**src/rtl/fdiv_srt_iter_ctrl.sv**
```systemverilog
// fdiv_srt_iter_ctrl: iteration sequencer for the radix-4 x2 SRT divider (4 quotient bits per cycle),
// with start/finish handshakes, early finish, abort and final-quotient discard count.
module fdiv_srt_iter_ctrl #(
    parameter int F64_ITER_NUM = 14,
    parameter int F32_ITER_NUM = 7,
    parameter int F16_ITER_NUM = 4
) (
    input  logic       clk,
    input  logic       rst_n,
    input  logic       start_valid_i,
    output logic       start_ready_o,
    input  logic [1:0] fp_format_i,
    input  logic       dividend_lt_divisor_i,
    input  logic       early_finish_i,
    input  logic       kill_i,
    output logic       iter_start_o,
    output logic       iter_vld_o,
    output logic       iter_end_o,
    output logic [5:0] iter_counter_o,
    output logic [5:0] quot_bits_calculated_o,
    output logic [3:0] quot_discard_num_one_hot_o,
    output logic       finish_valid_o,
    input  logic       finish_ready_i,
    output logic       early_finish_o
);
    typedef enum logic [2:0] {IDLE, PRE, ITER, POST, WAIT_ACK} state_t;
    // Discard for lt=1 (mantissa+2 bits needed); lt=0 needs one more bit, so one fewer discard.
    localparam logic [1:0] F64_DISC = 2'(4 * F64_ITER_NUM - 55);
    localparam logic [1:0] F32_DISC = 2'(4 * F32_ITER_NUM - 26);
    localparam logic [1:0] F16_DISC = 2'(4 * F16_ITER_NUM - 13);
    state_t     state_q, state_d;
    logic [5:0] cnt_q, cnt_d;
    logic [1:0] fmt_q, fmt_d;
    logic       lt_q, lt_d;
    logic       ef_q, ef_d;
    logic [5:0] last_cnt;
    logic [1:0] disc;
    assign last_cnt = (fmt_q == 2'd0 ? 6'(F16_ITER_NUM) : fmt_q == 2'd1 ? 6'(F32_ITER_NUM) : 6'(F64_ITER_NUM)) - 6'd1;
    assign disc = (fmt_q == 2'd0 ? F16_DISC : fmt_q == 2'd1 ? F32_DISC : F64_DISC) - {1'b0, ~lt_q};
    assign start_ready_o              = state_q == IDLE;
    assign iter_start_o               = state_q == PRE;
    assign iter_vld_o                 = state_q == ITER;
    assign iter_end_o                 = iter_vld_o && cnt_q == last_cnt;
    assign iter_counter_o             = cnt_q;
    assign quot_bits_calculated_o     = {cnt_q[3:0] + 4'd1, 2'b00};
    assign quot_discard_num_one_hot_o = 4'b0001 << disc;
    assign finish_valid_o             = state_q == WAIT_ACK;
    assign early_finish_o             = ef_q;
    always_comb begin
        state_d = state_q;
        cnt_d   = cnt_q;
        fmt_d   = fmt_q;
        lt_d    = lt_q;
        ef_d    = ef_q;
        if (kill_i && state_q != IDLE) begin
            state_d = IDLE;
            cnt_d   = 6'd0;
        end else begin
            case (state_q)
                IDLE: if (start_valid_i && !kill_i) begin
                    fmt_d   = fp_format_i == 2'd3 ? 2'd2 : fp_format_i;
                    lt_d    = dividend_lt_divisor_i;
                    ef_d    = early_finish_i;
                    state_d = early_finish_i ? POST : PRE;
                end
                PRE:  state_d = ITER;
                ITER: begin
                    state_d = iter_end_o ? POST : ITER;
                    cnt_d   = iter_end_o ? 6'd0 : cnt_q + 6'd1;
                end
                POST: state_d = WAIT_ACK;
                WAIT_ACK: state_d = finish_ready_i ? IDLE : WAIT_ACK;
                default: state_d = IDLE;
            endcase
        end
    end
    always_ff @(posedge clk or negedge rst_n) begin
        if (!rst_n) begin
            state_q <= IDLE;
            cnt_q   <= 6'd0;
            fmt_q   <= 2'd2;
            lt_q    <= 1'b0;
            ef_q    <= 1'b0;
        end else begin
            state_q <= state_d;
            cnt_q   <= cnt_d;
            fmt_q   <= fmt_d;
            lt_q    <= lt_d;
            ef_q    <= ef_d;
        end
    end
endmodule

```
**config.mk**
```make
export PLATFORM = sky130hd
export DESIGN_NAME = fdiv_srt_iter_ctrl
export DESIGN_NICKNAME = d
export VERILOG_FILES = /design/src/rtl/fdiv_srt_iter_ctrl.sv
export SDC_FILE = /design/constraint.sdc
export NUM_CORES = 1
export LEC_CHECK = 0
export CAP_MARGIN = 10
export CORE_ASPECT_RATIO = 0.9
export CORE_UTILIZATION = 47
export DETAILED_ROUTE_END_ITERATION = 12
export GPL_TIMING_DRIVEN = 0
export PLACE_DENSITY = 0.84
export SYNTH_ARGS = -nofsm -noshare
export SYNTH_HDL_FRONTEND = slang
export SYNTH_SLANG_ARGS = --single-unit
```
**constraint.sdc**
```tcl
create_clock -name clk -period 3.2 [get_ports clk]
set_input_delay 0.96 -clock clk [delete_from_list [all_inputs] [get_ports clk]]
set_output_delay 0.96 -clock clk [all_outputs]
set_load 0.05 [all_outputs]
```
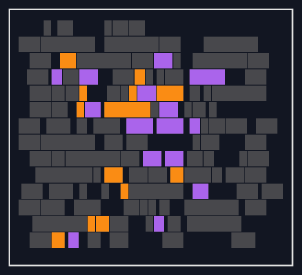
Fig. 1. Logic cells by family.
Drawn at 6 px/µm.
- orange: nor cells (cells 13)
- purple: aoi and oai cells (cells 15)

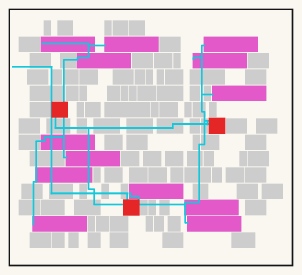
Fig. 2. Clock network drawn from the DEF.
Drawn at 6 px/µm.
- cyan: clock wires (length 198 µm)
- red: clock-net drivers (count 3)
- magenta: flip-flops (count 13)
- routed clock nets: 4

==> flow_metrics.env <==
# implementation run metrics
export IMPL_outcome="finished clean"
export IMPL_coreArea_um2=1680
export IMPL_place_congestion=0.841
export IMPL_synthCells=89
export IMPL_ys_top_logic_family="simple AND/OR/NAND/NOR gates"
export IMPL_hold_buffers=0
export IMPL_timing_setup_tns_ns=0
export IMPL_synth_area_um2=855
export IMPL_cts_tree="built"
export IMPL_area_sequential_um2=327
export IMPL_startpoint="fmt_q[1]$_DFFE_PN1P_"
export IMPL_dp_hpwl_um=1380
export IMPL_cp_start_kind="register"
export IMPL_ir_drop_v=0.000468
export IMPL_overflow=0
export IMPL_edf_count=0
export IMPL_synthFlopType="dfrtp_1"
export IMPL_clk_pin_slew_worst_paths_ns=0.07
export IMPL_cp_end_kind="output pin"
export IMPL_grt_pass1_wl_um=2990
export IMPL_p_leak_nw=0.528
export IMPL_row_count=14
export IMPL_fp_utilization=0.508
export IMPL_antenna_left=0
export IMPL_num_antenna_cells=0
export IMPL_maxCapViolCount=0
export IMPL_track_usage=0.215
export IMPL_hold_ws_ns=0.525
export IMPL_fin_crit_ns=2.98
export IMPL_compound_area_frac=0.151
export IMPL_critPathArrivalTime_ns=2.02
export IMPL_grt_pass1_vias=676
export IMPL_ys_flops=13
export IMPL_grt_max_degree=14
export IMPL_setup_viol=0
export IMPL_cts_sinks=13
export IMPL_synthToLayoutAreaGrowth_pct=40.4
export IMPL_drt_total_wl_um=1790
export IMPL_antenna_found_initial=0
export IMPL_async_flop_share=1.00
export IMPL_layout_drive_gt1_share=0.156
export IMPL_report_final_slew_viol_count=0
export IMPL_cts_buffer_depth=2
export IMPL_min_from="early_finish_o$_DFFE_PN0P_"
export IMPL_die_h_um=42.5
export IMPL_syn_avg_cell_area_um2=9.60
export IMPL_tightestPinTransition_ns=0.587
export IMPL_ys_cells=89
final timing paths:
path | slack (ns) | cells after the start | end
min in group asynchronous | 1.05 | 1 | iter_counter_o[0]$_DFFE_PN0P_
setup reg to reg | 1.56 | 4 | iter_counter_o[4]$_DFFE_PN0P_
max in group asynchronous | 1.77 | 1 | lt_q$_DFFE_PN0P_
hold / removal | 0.52 | 1 | early_finish_o$_DFFE_PN0P_
setup / recovery | 0.22 | 5 | quot_discard_num_one_hot_o[3]
hold reg to reg | 0.52 | 1 | early_finish_o$_DFFE_PN0P_
final cells by class:
cell class	instances	area share
sequential	13	0.272
buffer	5	0.0313
multi-input combinational	67	0.401
inverter	5	0.0156
timing repair buffer	28	0.233
clock buffer	4	0.0219
tap	24	0.0250
sequential cells by signal, indices dropped and copies added (netlist names):
| name | flops |
|---|---|
| lt_q | 1 |
| iter_counter_o | 6 |
| fmt_q | 2 |
| state_q | 3 |
| early_finish_o | 1 |
metrics by stage:
stage | cells | util | setup slack (ns) | area, µm²
after global routing | 146 | 0.714 | 0.0767 | 1200
after global placement | 142 | 0.699 | 0.263 | 1170
after floorplan | 90 | - | 0.126 | 865
final | 146 | 0.714 | 0.218 | 1200
after detailed placement | 142 | 0.699 | 0.238 | 1170
after CTS | 146 | 0.712 | 0.0375 | 1200
worst max-delay path, cell delays in order, from the launching register on:
cell	delay, ns
dfstp_2	0.59
nor2b_2	0.07
ha_1	0.19
xnor2_1	0.22
nor2b_1	0.15
dlygate4sd2_1	0.53
cell usage after synthesis (3+ instances only):
library cell  number  area (µm²)
nand3_1            5        25.0
xnor2_1            4        35.0
inv_1              5        18.8
o21ai_0            3        15.0
nor2_1             5        18.8
nand2b_1           3        18.8
o311ai_0           3        26.3
nand2_1           10        37.5
nor2b_1            3        18.8
dfrtp_1           12         300
mux2_2             3        33.8
buf_4              3        22.5
power breakdown:
part / switching (W) / internal (W) / leakage (nW)
clock network: 0.0000539 / 0.0000484 / 0.0150
registers: 0.0000350 / 0.000191 / 0.170
logic: 0.000277 / 0.000142 / 0.343
logic make-up after synthesis:
logic type               after synthesis
adder cells (fa/ha/maj)                2
other                                  1
multiplexers                           4
AND/OR/NAND/NOR                       38
XOR/XNOR                               6
buffers and inverters                 10
flip-flops                            13
AND-OR/OR-AND                         15
placed cells by master (no fill, tap or decap), drive strengths merged, types with 2 or more instances in the layout:
cell           synthesis  layout
mux2                   3       3
nand3                  5       5
nor2                   5       5
nor4                   2       2
nand2b                 3       3
dfrtp                 12      12
buf                    5       5
xor2                   2       2
nor2b                  4       4
and3                   2       2
ha                     2       2
inv                    5       5
dlygate4sd2            0       3
clkbuf                 0       4
nand2                 10      10
conb                   1       2
o311ai                 4       4
xnor2                  4       4
o21ai                  3       3
clkdlybuf4s50          0      24
and2                   2       2
layer usage:
metal	part of all wire	routed length (µm)	track usage	vias to the layer above
met5	0	0	0	-
met4	0.012	21	0.0857	0
met3	0.055	98	0.0647	2
met2	0.52	923	0.344	25
met1	0.42	749	0.262	355
li1	-	-	-	382
timing repair:
action / CTS / global route
setup endpoints to repair: 3 / 1
gates resized: 3 / 1
pin swaps: 0 / 0
No activity file was given, so power comes from the tool's default toggle rates.
